Run 1, gate families picked out:
(4 px per um)
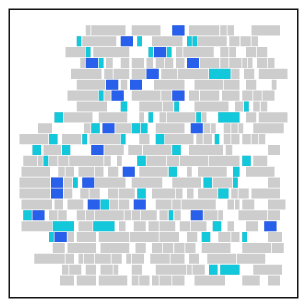
Run 1, sequential cells grouped by signal name:
(6 px per um) Other sequential cells in the stronger gray, the rest of the logic in the fainter gray.
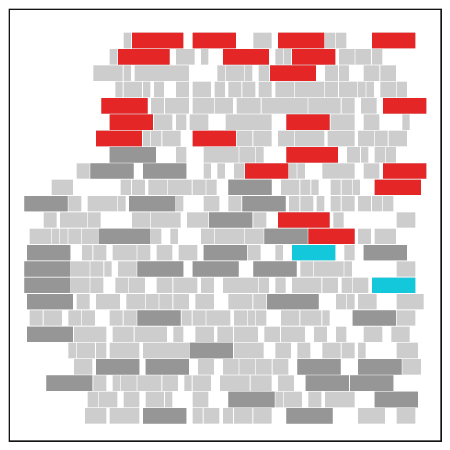
Run 1, a small window of the routed layout:
Region (41, 41) to (66, 66) um. Cells in gray, sequential cells in the stronger gray; small squares are vias.
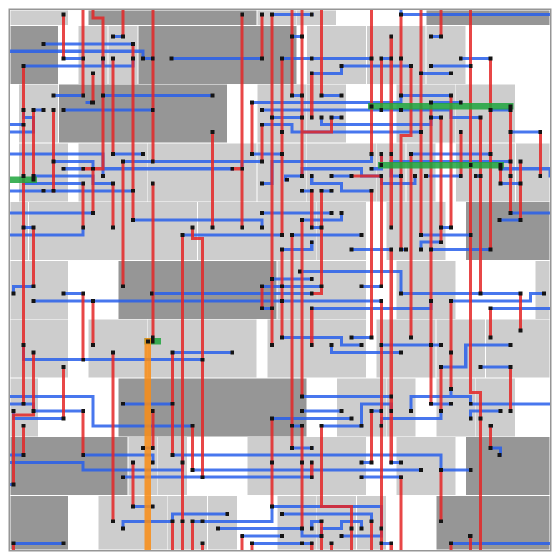
==> config.mk <==
export PLATFORM = sky130hd
export DESIGN_NAME = countdown_ctrl
export DESIGN_NICKNAME = d
export VERILOG_FILES = /design/src/rtl/countdown_pkg.sv /design/src/rtl/btn_debounce_pulse.sv /design/src/rtl/countdown_ctrl.sv
export SDC_FILE = /design/constraint.sdc
export NUM_CORES = 1
export LEC_CHECK = 0
export CAP_MARGIN = 30
export CORE_MARGIN = 2
export CORE_UTILIZATION = 53
export CTS_CLUSTER_SIZE = 20
export DETAILED_ROUTE_END_ITERATION = 7
export GPL_TIMING_DRIVEN = 0
export MAX_ROUTING_LAYER = met4
export PLACE_DENSITY = 0.73
export SLEW_MARGIN = 10
export SYNTH_ARGS = -nofsm -noshare
export SYNTH_HDL_FRONTEND = slang
export SYNTH_SLANG_ARGS = --single-unit
==> constraint.sdc <==
create_clock -name clk -period 1.5 [get_ports clk]
set_input_delay 0.375 -clock clk [delete_from_list [all_inputs] [get_ports clk]]
set_output_delay 0.375 -clock clk [all_outputs]
set_load 0.02 [all_outputs]
==> CHANGELOG.md <==
### Changed

- Type of origin of the critical path: flop
- Fmax: approximately 0.63 GHz
- Critical Path RT: 1700 ps
- Diodes inserted: 0
- Cell Area, Placed: 2620 um^2
- Nets: roughly 320
- Root buf cell: clkbuf_8
- Number of library cell types mapped by synthesis: 39
- Layout cells sized above 1: 0.355
- Drt pass-1 iters: 5
- Storage cell area: 1190 um^2
- DR vias/cell: between 5 and 6
- Die height: 71.7 um
- Vias in the first global route: 1857
- Share of the synthesized area in the top cell type: 0.469
- Largest net degree at the start of global routing: 11
- Remaining antenna violation count after routing: 0
- Layout area overhead: 30.6%
- Leading area contributor after synthesis: dfxtp_1
- Fillers: roughly 320
- Synth flops: about 57
- MUX area fraction: 0
- Final worst-path setup slack: -81.3 ps
- WL final: roughly 5300 um
- Insertion Delay late pin: around 330 ps
- Pins Over Slew Limit: 0
- Final number of setup-violating endpoints: 21
- TritonCTS clock tree: done
- Synth logic family: simple AND/OR/NAND/NOR gates
- Aoi share: 0.109
- Core Region: ~4400 um^2
- Total CTS buffers: 9
- Maxcap violations: 0
- Overall Global Routing Usage: 0.217
- Hold buffer count at cts: 0
- OpenROAD warnings: 28
- RSZ-0062 raised after global routing: yes
- Failing checks: negative setup slack
- Simple share: 0.293
- Reg2Reg Depth: 6
- Pleak: approximately 1.1 nW
- Final period utilization: 1.05
- First-pass GRT wire length: 8380 um
- Clock slew at reported path FFs: ~60 ps
- Dominant logic cell types in the final layout: dfxtp_1 (33), nor2_1 (22), buf_4 (21)
- Clk sinks: roughly 57
- Yosys stat area: 2430 um^2
- Floorplan Utilization: 0.555
- Status: complete, but fails checks
- # Cells Yosys: roughly 270
- Min Tclk post-route: between 1500 and 2000 ps
- Site row count: 24
- Design Area, Final: approximately 3200 um^2
- Cts repair resizes: roughly 58
- Critical path class: reg -> reg
- CP endpoint kind: flop
- GP Congestion: 0.785
- Hold path depth: 1
- Initial antenna violation count: 0
- Slew at the pin closest to its max-slew limit: around 450 ps
- Average cell area after synthesis: a little over 9 um^2
- Initial DRC Count: between 80 and 90
- CP max FO: 7
- Clock Tree Buf Depth: 2
- XOR Share, Synth: 0.0829
- DP HPWL: between 2000 and 3000 um
- Drt wl/cell: 14.7 um
- Mapped Area: roughly 2400 um^2
- Syn Inst Count: 268
-- 'gate families picked out' (at the start) --
color	family	cells
blue	XOR/XNOR gates	23
cyan	NOR gates	49
combinational share of cell area: 0.440
Non-Filler Instances: 362
Top cell excl fill/tap: dfxtp_1

-- 'sequential cells grouped by signal name' (at the start) --
color	netlist name	placed flops
cyan	`state`	2
red	`u_deb_clr.cnt`	20
Seq/total area: 0.374
Core Util, Final: 0.724
P_seq: 1.51 mW

-- 'a small window of the routed layout' (at the start) --
color	layer
blue	metal 1
green	metal 3
red	metal 2
orange	metal 4
sequential cells in the window	8
most frequent	buf_4 (6), nor2_1 (5), dfxtp_1 (5)
cells with their middle in the window	55

run 1: report_power, final:
part           total, mW  internal [mW]  switching [mW]
clock               1.15          0.614           0.541
sequential          1.51           1.51         0.00388
combinational     0.0638         0.0302          0.0336
run 1: worst max-delay path: stages (launching register included):
cell and delay [ps]:
dfxtp_4 360, and4_4 240, buf_6 130, nand4_1 220, o21ai_4 310, buf_6 170
a21oi_2 40
run 1: cell usage after synthesis:
master and n:
or4_1 6, clkbuf_1 5, or2_1 1, a32oi_1 1, xnor2_1 6, inv_1 9, nand4_1 10, a21oi_1 18
o21ai_0 13, a211oi_1 2, o21ai_1 1, and3b_1 1, nor2_1 29, buf_4 2, a2111oi_0 1, nor2b_1 10
nand4_2 3, or3_1 10, buf_2 4, nor3b_1 1, o21ba_2 1, and2_1 4, or4b_1 1, nor4b_1 4
ha_1 2, and4_1 4, nor4_1 2, nor3_1 3, o31ai_1 6, nand2_1 8, or4b_4 1, xor2_1 17
o21ai_2 1, nand3_1 15, nand3_2 1, and3_1 6, dfxtp_1 57, o21a_1 1, and4_4 1
run 1: final cells by class:
cell class	instances	share of cell area
timing repair buffer	31	0.0824
clock buffer	12	0.0457
multi-input combinational	191	0.440
buffer	9	0.0256
tap	52	0.0205
inverter	9	0.0106
clock inverter	1	0.00158
sequential	57	0.374
run 1: stage by stage:
stage	power [mW]	std cells	TNS, ps	setup slack (ps)
after CTS	2.75	353	-712	-74.1
final	2.73	362	-1400	-81.3
after detailed placement	1.61	330	-9720	-360
after floorplan	1.58	268	0	4.78
after global placement	1.61	330	-8730	-320
after global routing	2.82	362	-3790	-149
run 1: layer usage:
layer  part of all wire  track usage  vias up
li1                   -            -     1034
met1               0.46        0.267      991
met2               0.48        0.334       53
met3              0.033       0.0464       13
met4              0.026        0.113        0
met5                  0            -        -
Power and IR drop assume default switching activity.
